--- src/rtl/memref_rd_streamer.sv ---
// ---------------------------------------------------------------------------
// memref_rd_streamer
//    Read initiator for a memref memory port. A tstart pulse samples
//    base_addr/count/stride; the block then reads count words at addresses
//    (base_addr + k*stride) mod SIZE and returns them on a valid/ready
//    stream, flagging the final word with out_last. A small return FIFO plus
//    credit-based issue means a stalled consumer never loses a word.
//
// Ports
//    clk, rst_n     clock, asynchronous active-low reset
//    tstart         start pulse (ignored while busy)
//    base_addr      first read address
//    count          number of words, 0..SIZE
//    stride         address increment per word, modulo SIZE
//    mem_addr       memory read address (holds when mem_rd_en=0)
//    mem_rd_en      memory read enable
//    mem_rd_data    memory read data, valid the cycle after mem_rd_en
//    out_valid/out_ready/out_data/out_last   result stream
//    busy           transfer in progress
//    done           one-cycle pulse after the final word is accepted
//    stall_cnt      (MEMREF_RD_STREAMER_PERF_EN only) cycles with
//                   out_valid & !out_ready & busy, saturating
//
// Configuration macro: MEMREF_RD_STREAMER_PERF_EN
// ---------------------------------------------------------------------------
`timescale 1ns/1ps

module memref_rd_streamer #(
   parameter int WIDTH      = 32,
   parameter int SIZE       = 64,
   parameter int ADDR_W     = $clog2(SIZE),
   parameter int FIFO_DEPTH = 2
) (
   input  logic              clk,
   input  logic              rst_n,
   input  logic              tstart,
   input  logic [ADDR_W-1:0] base_addr,
   input  logic [ADDR_W:0]   count,
   input  logic [ADDR_W-1:0] stride,
   output logic [ADDR_W-1:0] mem_addr,
   output logic              mem_rd_en,
   input  logic [WIDTH-1:0]  mem_rd_data,
   output logic              out_valid,
   input  logic              out_ready,
   output logic [WIDTH-1:0]  out_data,
   output logic              out_last,
   output logic              busy,
   output logic              done
`ifdef MEMREF_RD_STREAMER_PERF_EN
   ,
   output logic [31:0]       stall_cnt
`endif
);

   localparam int PTR_W = (FIFO_DEPTH > 1) ? $clog2(FIFO_DEPTH) : 1;
   localparam int OCC_W = $clog2(FIFO_DEPTH + 1);
   localparam logic [ADDR_W:0] ONE_WORD = 1;

   typedef enum logic [1:0] {IDLE, ISSUE, DRAIN} state_t;

   state_t              state_reg, state_next;
   logic [ADDR_W-1:0]   addr_reg, stride_reg, addr_step;
   logic [ADDR_W:0]     addr_sum;
   logic [ADDR_W:0]     issue_left_reg, pop_left_reg;
   logic                in_flight_reg;
   logic                done_reg;
   logic [WIDTH-1:0]    fifo_mem [FIFO_DEPTH];
   logic [PTR_W-1:0]    wr_ptr_reg, rd_ptr_reg;
   logic [OCC_W-1:0]    occ_reg;
   logic [OCC_W:0]      credit_used;
   logic                accept, start_run, push, pop, final_pop, room;

   function automatic logic [PTR_W-1:0] ptr_inc(input logic [PTR_W-1:0] p);
      return (p == PTR_W'(FIFO_DEPTH - 1)) ? '0 : p + 1'b1;
   endfunction

   assign accept    = tstart && (state_reg == IDLE);
   assign start_run = accept && (count != '0);
   assign push      = in_flight_reg;   // data returns one cycle after each read
   assign pop       = out_valid && out_ready;
   assign final_pop = pop && (pop_left_reg == ONE_WORD);

   // Words already owed to the FIFO (stored + in flight) minus the one leaving
   // this cycle; a new read is only issued if it is guaranteed a slot.
   assign credit_used = {1'b0, occ_reg} + (OCC_W+1)'(in_flight_reg) - (OCC_W+1)'(pop);
   assign room        = credit_used < (OCC_W+1)'(FIFO_DEPTH);

   // Next address, wrapping modulo SIZE (works for non-power-of-two SIZE).
   assign addr_sum  = {1'b0, addr_reg} + {1'b0, stride_reg};
   assign addr_step = (addr_sum >= (ADDR_W+1)'(SIZE)) ?
                      ADDR_W'(addr_sum - (ADDR_W+1)'(SIZE)) : addr_sum[ADDR_W-1:0];

   // ---------------- FSM: state register ----------------
   always_ff @(posedge clk or negedge rst_n) begin
      if (!rst_n) state_reg <= IDLE;
      else        state_reg <= state_next;
   end

   // ---------------- FSM: next state ----------------
   always_comb begin
      state_next = state_reg;
      case (state_reg)
         IDLE:    if (start_run) state_next = ISSUE;
         ISSUE:   if (mem_rd_en && (issue_left_reg == ONE_WORD)) state_next = DRAIN;
         DRAIN:   if (final_pop) state_next = IDLE;
         default: state_next = IDLE;
      endcase
   end

   // ---------------- FSM: outputs ----------------
   always_comb begin
      mem_rd_en = 1'b0;
      busy      = 1'b0;
      if (state_reg == ISSUE) mem_rd_en = room;
      if (state_reg != IDLE)  busy = 1'b1;
   end

   // ---------------- Datapath and FIFO control ----------------
   always_ff @(posedge clk or negedge rst_n) begin
      if (!rst_n) begin
         addr_reg       <= '0;
         stride_reg     <= '0;
         issue_left_reg <= '0;
         pop_left_reg   <= '0;
         in_flight_reg  <= 1'b0;
         done_reg       <= 1'b0;
         wr_ptr_reg     <= '0;
         rd_ptr_reg     <= '0;
         occ_reg        <= '0;
      end else begin
         in_flight_reg <= mem_rd_en;
         done_reg      <= final_pop || (accept && (count == '0));

         if (push) wr_ptr_reg <= ptr_inc(wr_ptr_reg);
         if (pop)  rd_ptr_reg <= ptr_inc(rd_ptr_reg);
         if (push && !pop)      occ_reg <= occ_reg + 1'b1;
         else if (!push && pop) occ_reg <= occ_reg - 1'b1;

         if (start_run) begin
            addr_reg       <= base_addr;
            stride_reg     <= stride;
            issue_left_reg <= count;
            pop_left_reg   <= count;
         end else begin
            if (mem_rd_en) begin
               issue_left_reg <= issue_left_reg - ONE_WORD;
               // Do not step past the final read so mem_addr holds it.
               if (issue_left_reg != ONE_WORD) addr_reg <= addr_step;
            end
            if (pop) pop_left_reg <= pop_left_reg - ONE_WORD;
         end
      end
   end

   // FIFO storage: plain array, no reset needed (reads are gated by out_valid).
   always_ff @(posedge clk) begin
      if (push) fifo_mem[wr_ptr_reg] <= mem_rd_data;
   end

   assign mem_addr  = addr_reg;
   assign out_valid = (occ_reg != '0);
   assign out_data  = out_valid ? fifo_mem[rd_ptr_reg] : '0;
   assign out_last  = out_valid && (pop_left_reg == ONE_WORD);
   assign done      = done_reg;

`ifdef MEMREF_RD_STREAMER_PERF_EN
   logic [31:0] stall_cnt_reg;

   always_ff @(posedge clk or negedge rst_n) begin
      if (!rst_n) begin
         stall_cnt_reg <= '0;
      end else if (accept) begin
         stall_cnt_reg <= '0;
      end else if (out_valid && !out_ready && busy && (stall_cnt_reg != '1)) begin
         stall_cnt_reg <= stall_cnt_reg + 1'b1;
      end
   end

   assign stall_cnt = stall_cnt_reg;
`endif

endmodule

--- config.mk ---
export PLATFORM = sky130hd
export DESIGN_NAME = memref_rd_streamer
export DESIGN_NICKNAME = d
export VERILOG_FILES = /design/src/rtl/memref_rd_streamer.sv
export SDC_FILE = /design/constraint.sdc
export NUM_CORES = 1
export LEC_CHECK = 0
export ABC_CLOCK_PERIOD_IN_PS = 7000
export CORE_MARGIN = 5
export CORE_UTILIZATION = 25
export DETAILED_ROUTE_END_ITERATION = 7
export HOLD_SLACK_MARGIN = 0.03
export SLEW_MARGIN = 20
export SYNTH_ARGS = -nofsm -noshare
export SYNTH_HDL_FRONTEND = slang
export SYNTH_SLANG_ARGS = --single-unit
--- constraint.sdc ---
create_clock -name clk -period 7 [get_ports clk]
set_input_delay 1.4 -clock clk [delete_from_list [all_inputs] [get_ports clk]]
set_output_delay 1.4 -clock clk [all_outputs]
set_load 0.1 [all_outputs]
Run 1, pin map:
Pins as bars across the die edge, other pins in gray.
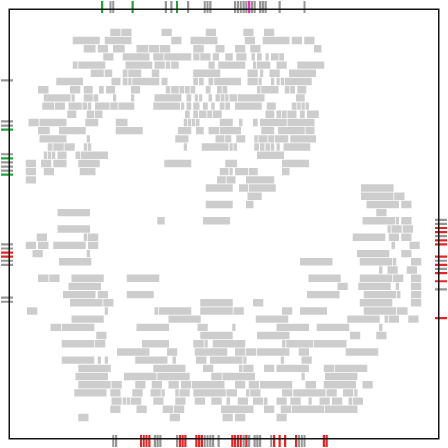
color	port	pins	direction	edge
green	stride	6	input	3 left, 3 top
magenta	out_last	1	output	top
red	out_data	32	output	21 bottom, 9 right, 2 left
all pins by edge	41 bottom, 24 top, 18 left, 15 right

Run 1, cells colored by class:
Fill, decap, tap and diode cells in gray.
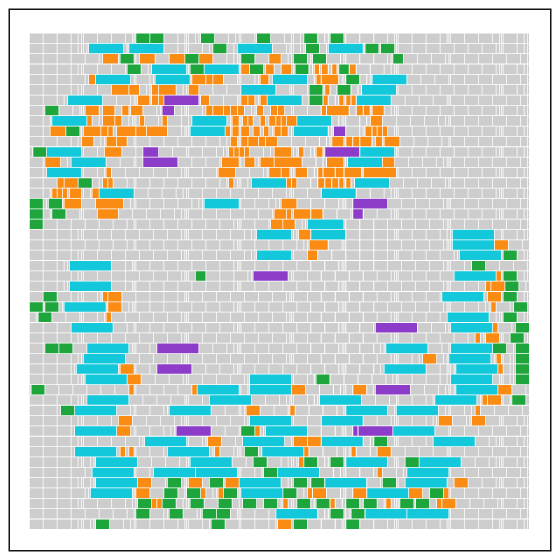
color	class	cells
green	other buffers and delay cells	99
cyan	flops	98
orange	combinational and other logic	218
purple	clock drivers and dummy loads	16

Run 1, clock network drawn from the DEF:
Bar = 50 µm.
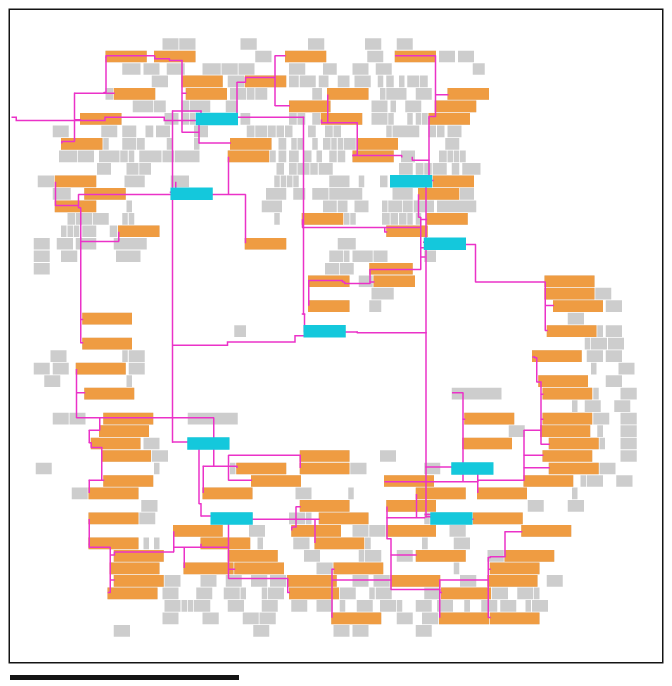
[orange] flip-flops | count: 98
[cyan] clock drivers | count: 9
[magenta] clock wires | length: 1270 µm
routed clock nets	10
Worst Skew: 6.74 ps
Skew-Pair Late Insertion Delay: 340 ps

==> out/results.txt, run 1 <==
Critical path type: in2out
Buf/Inv on CP: 4
Number of cell rows: 48
RR Startpoint: occ_reg[1]
Antenna viol nets, final: 0
Tool warnings: 28
TritonCTS buffer count: 9
Crit. Startpoint: out_ready
Met1 wire length: 4040 µm
GR Layer Usage met1: 0.118
H-tree levels: 3
Dpl cell area: 5570 µm²
Floorplan Nets: 396
Max Freq: 191 MHz
First-pass GRT wire length: 15600 µm
Hold Violations, Final: 0
WP data arrival: 3850 ps
Post-synth regs: 98
Layout area overhead: 35.3%
R2R depth: 11
Max-slew headroom: 0.335
Cell family with most CP delay: buffers and inverters
Final Non-Filler Cells: 656
Core Util, Final: 0.343
Die Size: 20200 µm²
Antenna diode count: 0
CTS clk-pin slew, worst paths: 70 ps
Pre-Repair DR Iteration Count: 4
Clock Sinks: 98
Top layer reached by signal wires: met4
Cell count listed in synth_stat.txt: 328
Hold Path Origin: issue_left_reg[6]
WHS Endpoint: issue_left_reg[6]
Hold Crit Depth: 1
Filler cell count: 1741
Root Buffer: clkbuf_16
Post-Syn Instances: 328
Distinct lib cells used: 46
Synth Seq Share: 0.636
Layout cells sized above 1: 0.0974
Layout Nets: 494
Unrepaired setup endpoints after global routing: no
Port Buffers: 97
CTS tree: yes
Design area: 5900 µm²
Vias in the first global route: 3045
Largest stage delay, worst path: 480 ps
WL met3: 412 µm
Remaining Overflow, GRT: 0
Synth Flop Type: edfxtp_1
GPL Wtd Cong: 0.811
Period utilization: 0.750
Least-Margin Pin Slew: 994 ps
Final setup TNS: 0 ps
Cell depth of the worst setup path: 10
DRT iter0 DRCs: 134
Die width: 142 µm
Inst Count DP: 640
GR Layer Usage met3: 0.0222
Status: finished, final reports clean
Setup Viol. Count Final: 0
Max-cap check violation count: 0
Warnings from Yosys: 0
Final setup margin: 1750 ps
Area share, top type: 0.441
Grt peak-use layer: met2
Setup crit end: mem_rd_en
EDFF count, synth: 64
Top cells by count, synth: edfxtp_1 (64), nor2_1 (45), dfrtp_1 (34), mux2i_1 (34), o21ai_0 (19)
Setup Buffers After CTS: 0
Async set-reset flop share out of synthesis: 0.347
Floorplan core density: 0.254
CP Capture Type: primary output
Fin crit period: 5250 ps
DRC Markers: 0
CP max FO: 11
Biggest area cells: edfxtp_1 (44%), dfrtp_1 (20%), mux2i_1 (7.8%)
Max reg flops: 64
Post-Route WL: 9490 µm
Clock Tree Buf Depth: 2
Core area: 17200 µm²
-- run 1: cell usage in the layout (no fill, tap or decap), types with 2 or more instances in the layout --
master | Yosys | layout
xor2_1 | 8 | 8
fa_1 | 2 | 2
nor3_1 | 4 | 4
clkbuf_16 | 0 | 9
nor2b_1 | 3 | 2
xnor2_1 | 7 | 7
ha_1 | 11 | 11
inv_1 | 13 | 13
nand2b_1 | 2 | 2
edfxtp_1 | 64 | 64
nand2_1 | 17 | 17
nand3b_1 | 2 | 2
mux2_2 | 5 | 5
clkdlybuf4s50_1 | 0 | 96
nor2_1 | 45 | 44
a21oi_1 | 8 | 8
dfrtp_1 | 34 | 33
bufinv_16 | 0 | 2
o21ai_0 | 19 | 19
buf_4 | 0 | 3
nand3_1 | 7 | 7
mux2i_1 | 34 | 34
o21ai_2 | 2 | 2
o211ai_1 | 5 | 5
a221o_1 | 2 | 2
a22oi_1 | 2 | 2
-- run 1: final cells by class --
type | count | area (µm²) | share of cell area
multi-input combinational | 204 | 1480 | 0.251
sequential | 98 | 2770 | 0.470
tap | 225 | 282 | 0.0477
clock inverter | 7 | 100 | 0.0170
timing repair buffer | 99 | 983 | 0.167
clock buffer | 9 | 225 | 0.0382
inverter | 14 | 53.8 | 0.00912
-- run 1: cells by family (layout without fill, tap and decap cells) --
kind of cell / count (synthesis) / in the layout / share of synthesized area
muxes: 40 / 40 / 0.0944
adders and majority gates: 13 / 13 / 0.0408
buffers and inverters: 26 / 129 / 0.0284
and+or+nand+nor: 91 / 91 / 0.103
DFF: 98 / 98 / 0.636
xor gates and xnor gates: 15 / 15 / 0.0301
AOI/OAI and AO/OA: 45 / 45 / 0.0675
## Run 2: what changed since run 1
--- a/config.mk
+++ b/config.mk
@@ -5,7 +5,7 @@
 export SDC_FILE = /design/constraint.sdc
 export NUM_CORES = 1
 export LEC_CHECK = 0
-export ABC_CLOCK_PERIOD_IN_PS = 7000
+export ABC_CLOCK_PERIOD_IN_PS = 4500
 export CORE_MARGIN = 5
 export CORE_UTILIZATION = 25
 export DETAILED_ROUTE_END_ITERATION = 7
==> constraint.sdc (replaced) <==
create_clock -name clk -period 4.5 [get_ports clk]
set_input_delay 0.9 -clock clk [delete_from_list [all_inputs] [get_ports clk]]
set_output_delay 0.9 -clock clk [all_outputs]
set_load 0.1 [all_outputs]
==> run 2 against run 1 <==
Compared with the run above: worst setup slack lost 1400 ps; die area is the same; via count grew 0.60%; final cell count grew 0.30%; non-clock buffer count grew 2; wire length grew 1.1%; critical path depth is the same; global-route usage shrank 0.064 points; area after synthesis is the same; highest routed layer unchanged; sequential cell count is the same; utilization shrank 0.36 points.
==> out/results.txt, run 2 <==
Status: finished, final reports clean
Final Non-Filler Cells: 658
Area share, top type: 0.441
Layout cells sized above 1: 0.176
Final setup margin: 353 ps
Remaining Overflow, GRT: 0
DRC Markers: 0
Commonest Layout Cell: edfxtp_1
Clock Sinks: 98
Filler cell count: 1752
Antenna viol nets, final: 0
Unrepaired setup endpoints after global routing: no
Top cells by count, synth: edfxtp_1 (64), nor2_1 (45), dfrtp_1 (34), mux2i_1 (34), o21ai_0 (19)
Largest stage delay, worst path: 480 ps
Period utilization: 0.922
Critical path type: in2out
Cell family with most CP delay: buffers and inverters
Floorplan core density: 0.254
Design area: 5830 µm²
Post-Route WL: 9600 µm
Post-synth regs: 98
Cell count listed in synth_stat.txt: 328
Biggest area cells: edfxtp_1 (44%), dfrtp_1 (20%), mux2i_1 (7.8%)
Die Size: 20200 µm²
Vias in the first global route: 3021
Fin crit period: 4150 ps
DRT iter0 DRCs: 128
Layout Nets: 496
CP Capture Type: primary output
Distinct lib cells used: 46
TritonCTS buffer count: 9
Top Layout Cells: edfxtp_1 (64), clkdlybuf4s50_1 (63), nor2_1 (44), buf_4 (37), mux2i_1 (34)
Clock Tree Buf Depth: 2
Setup Buffers After CTS: 0
Register Area: 2770 µm²
Combinational Area: 1480 µm²
==> run 2: path summary, 6_finish.rpt <==
check	to	slack, ps	depth (start not counted)	startpoint
min in group asynchronous	done	980	2	rst_n
hold reg to reg	stride_reg[2]	510	1	stride_reg[2]
setup reg to reg	issue_left_reg[4]	1500	11	occ_reg[1]
setup / recovery	mem_rd_en	350	10	out_ready
hold / removal	stride_reg[2]	510	1	stride_reg[2]
max in group asynchronous	rd_ptr_reg	3180	2	rst_n
==> run 2: cells by family (layout without fill, tap and decap cells) <==
logic type / Yosys count / in the layout / synth area share
adder cells (fa/ha/maj): 13 / 13 / 0.0408
XOR/XNOR: 15 / 15 / 0.0301
multiplexers: 40 / 40 / 0.0944
flip-flops: 98 / 98 / 0.636
AND-OR/OR-AND: 45 / 45 / 0.0675
AND/OR/NAND/NOR: 91 / 91 / 0.103
buffers and inverters: 26 / 131 / 0.0284
==> run 2: cell type report <==
| type | instances | share of cell area |
|---|---|---|
| clock buffers | 11 | 0.0399 |
| clock inverters | 5 | 0.0146 |
| inverters | 14 | 0.00922 |
| multi-input cells | 204 | 0.253 |
| flip-flops and latches | 98 | 0.475 |
| well taps | 225 | 0.0483 |
| repair buffers | 101 | 0.159 |
==> run 2: per-layer routing <==
layer	global-route usage	part of all wire	up-vias
li1	-	-	1378
met1	0.122	0.43	1408
met2	0.164	0.51	52
met3	0.0292	0.042	11
met4	0.0343	0.015	0
met5	0	0	-
Run 2, wiring by layer:
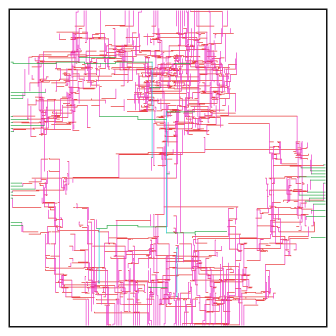
color	layer	wire length
green	metal 3	402 µm
magenta	metal 2	4880 µm
red	metal 1	4170 µm
cyan	metal 4	144 µm

Run 2, pin map:
Pins as bars across the die edge, other pins in gray.
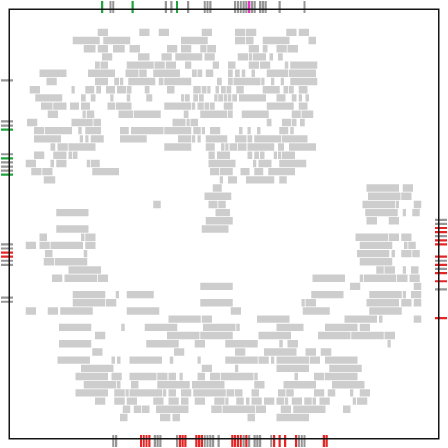
color	port	pins	direction	edge
green	stride	6	input	3 left, 3 top
red	out_data	32	output	21 bottom, 9 right, 2 left
magenta	out_last	1	output	top
Port Buffers: 97
die width: 142 µm

Run 2, clock network drawn from the DEF:
Bar = 50 µm.
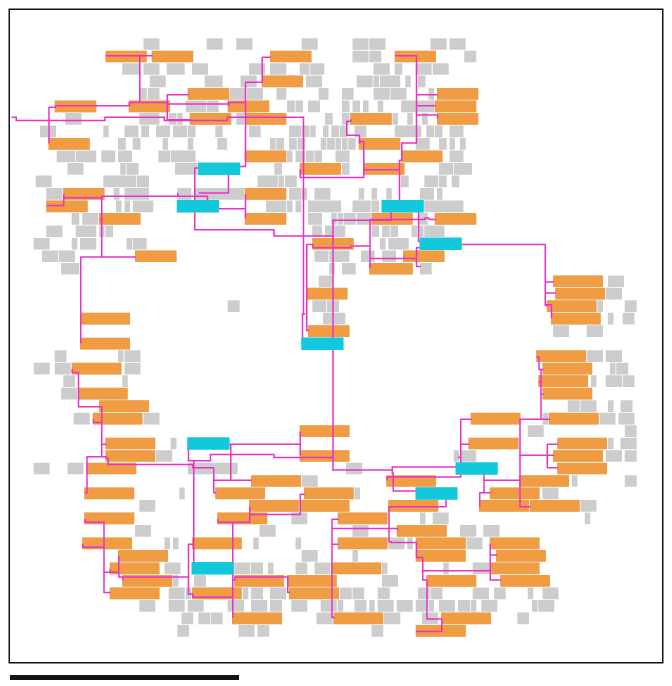
[magenta] clock wires | length: 1290 µm
[cyan] clock drivers | count: 9
[orange] flip-flops | count: 98
flops lie	spread over the die
Worst Skew: 6.63 ps

## Run 3: what changed since run 2
--- a/config.mk
+++ b/config.mk
@@ -10,6 +10,7 @@
 export CORE_UTILIZATION = 25
 export DETAILED_ROUTE_END_ITERATION = 7
 export HOLD_SLACK_MARGIN = 0.03
+export PLACE_DENSITY = 0.48
 export SLEW_MARGIN = 20
 export SYNTH_ARGS = -nofsm -noshare
 export SYNTH_HDL_FRONTEND = slang
==> run 3 against run 2 <==
Compared with the run above: via count decreased by 1.3%; utilization increased by 0.051 points; wire length increased by 3.6%; sequential share of layout area decreased by 0.071 points; synthesized cell count unchanged; highest routed layer unchanged.
==> out/results.txt, run 3 <==
Yosys aoi share: 0.0675
Final setup TNS: 0 ps
Top cells by count, synth: edfxtp_1 (64), nor2_1 (45), dfrtp_1 (34), mux2i_1 (34), o21ai_0 (19)
Floorplan core density: 0.254
CTS tree: yes
Status: finished, final reports clean
Yosys adder share: 0.0408
DRC Markers: 0
Skew-Pair Late Insertion Delay: 350 ps
Synth Flop Type: edfxtp_1
Warnings from Yosys: 0
GPL Wtd Cong: 0.732
Max reg flops: 64
Unrepaired setup endpoints after global routing: no
R2r endpoint: issue_left_reg[4]
Period utilization: 0.885
Setup crit end: mem_rd_en
CTS clk-pin slew, worst paths: 70 ps
Port Buffers: 97
Dpl cell area: 5550 µm²
Vias in the first global route: 2913
Inst Count DP: 643
Max Freq: 251 MHz
Cell count listed in synth_stat.txt: 328
XORs/XNORs by Area: 0.0301
Layout area overhead: 34.0%
First-pass GRT wire length: 15600 µm
Die Size: 20200 µm²
Commonest Layout Cell: clkdlybuf4s50_1
Hold Violations, Final: 0
Synth Seq Share: 0.636
Critical path type: in2out
RR Startpoint: occ_reg[1]
H-tree levels: 3
Cell family with most CP delay: buffers and inverters
CP Capture Type: primary output
Top Layout Cells: clkdlybuf4s50_1 (74), edfxtp_1 (64), nor2_1 (44), mux2i_1 (34), dfrtp_1 (33)
Setup Viol. Count Final: 0
CP max FO: 11
Max-cap check violation count: 0
Remaining Overflow, GRT: 0
TritonCTS buffer count: 9
Max-slew headroom: 0.308
Die width: 142 µm
Floorplan Nets: 396
Final Non-Filler Cells: 658
Synth mux share: 0.0944
Layout cells sized above 1: 0.152
Worst Skew: 9.21 ps
Post-synth regs: 98
Cell depth of the worst setup path: 10
Simple share: 0.103
Least-Margin Pin Slew: 1030 ps
Tool warnings: 28
Post-Syn Instances: 328
Root Buffer: clkbuf_16
Pre-Repair DR Iteration Count: 4
Setup Buffers After CTS: 0
DRT iter0 DRCs: 156
Antenna viol nets, final: 0
Buf/Inv on CP: 4
==> run 3: cell counts after synthesis <==
No cell type changed its count.
==> run 3: cell type report <==
class                   instances  area, µm²
repair buffers                102        963
clock buffers                  10        229
well taps                     225        282
fillers                      1727      11300
multi-input cells             204       1480
clock inverters                 5       62.6
flip-flops and latches         98       2770
inverters                      14       53.8
==> run 3: worst min path at each step <==
stage / cells past startpoint / slack [ps] / from / endpoint
after floorplan: 1 / 450 / wr_ptr_reg / wr_ptr_reg
after global placement: 1 / 500 / issue_left_reg[6] / issue_left_reg[6]
after detailed placement: 1 / 500 / issue_left_reg[6] / issue_left_reg[6]
after CTS: 1 / 510 / issue_left_reg[6] / issue_left_reg[6]
after global routing: 1 / 540 / stride_reg[0] / stride_reg[0]
final: 1 / 520 / issue_left_reg[6] / issue_left_reg[6]
==> run 3: cell families (layout without fill, tap and decap cells) <==
family | Yosys count | after routing
DFF | 98 | 98
and+or+nand+nor | 91 | 91
AOI/OAI and AO/OA | 45 | 45
muxes | 40 | 40
buffers and inverters | 26 | 131
xor gates and xnor gates | 15 | 15
adders and majority gates | 13 | 13
==> run 3: metal layers <==
layer / part of all wire / track usage / up-vias
met5: 0 / 0 / -
met1: 0.45 / 0.127 / 1367
met2: 0.48 / 0.162 / 53
li1: - / - / 1379
met4: 0.023 / 0.0530 / 0
met3: 0.041 / 0.0222 / 13
==> run 3: per-stage QoR <==
step,worst slack [ps]
final,518
after global routing,375
after CTS,489
after detailed placement,494
after global placement,540
after floorplan,1030
Run 3, wiring by layer:
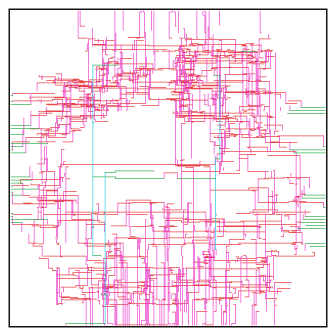
color	layer	wire length
cyan	metal 4	232 µm
red	metal 1	4500 µm
green	metal 3	410 µm
magenta	metal 2	4800 µm
Post-Route WL: 9940 µm
total track usage: 0.101
routed wire length per instance: 15.1 µm
via count: 2812

Run 3, pin map:
Pins as bars across the die edge, other pins in gray.
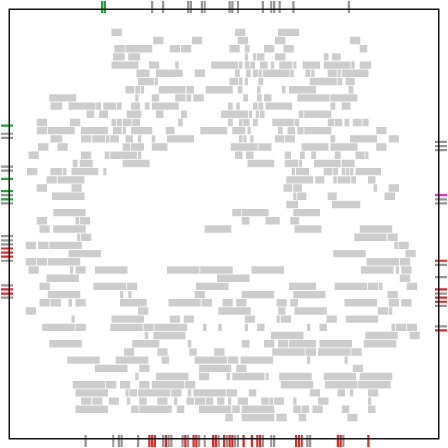
color	port	pins	direction	edge
red	out_data	32	output	22 bottom, 5 right, 5 left
magenta	out_last	1	output	right
green	stride	6	input	4 left, 2 top

Run 3, cells colored by class:
Fill, decap, tap and diode cells in gray.
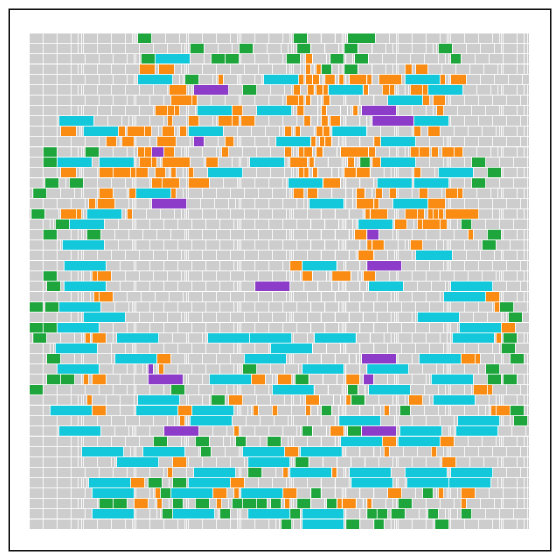
color	class	cells
orange	combinational and other logic	218
cyan	flops	98
purple	clock drivers and dummy loads	15
green	other buffers and delay cells	102
core area: 17200 µm²
design area: 5840 µm²
Core Util, Final: 0.340
number of cell rows: 48
Seq area share: 0.475

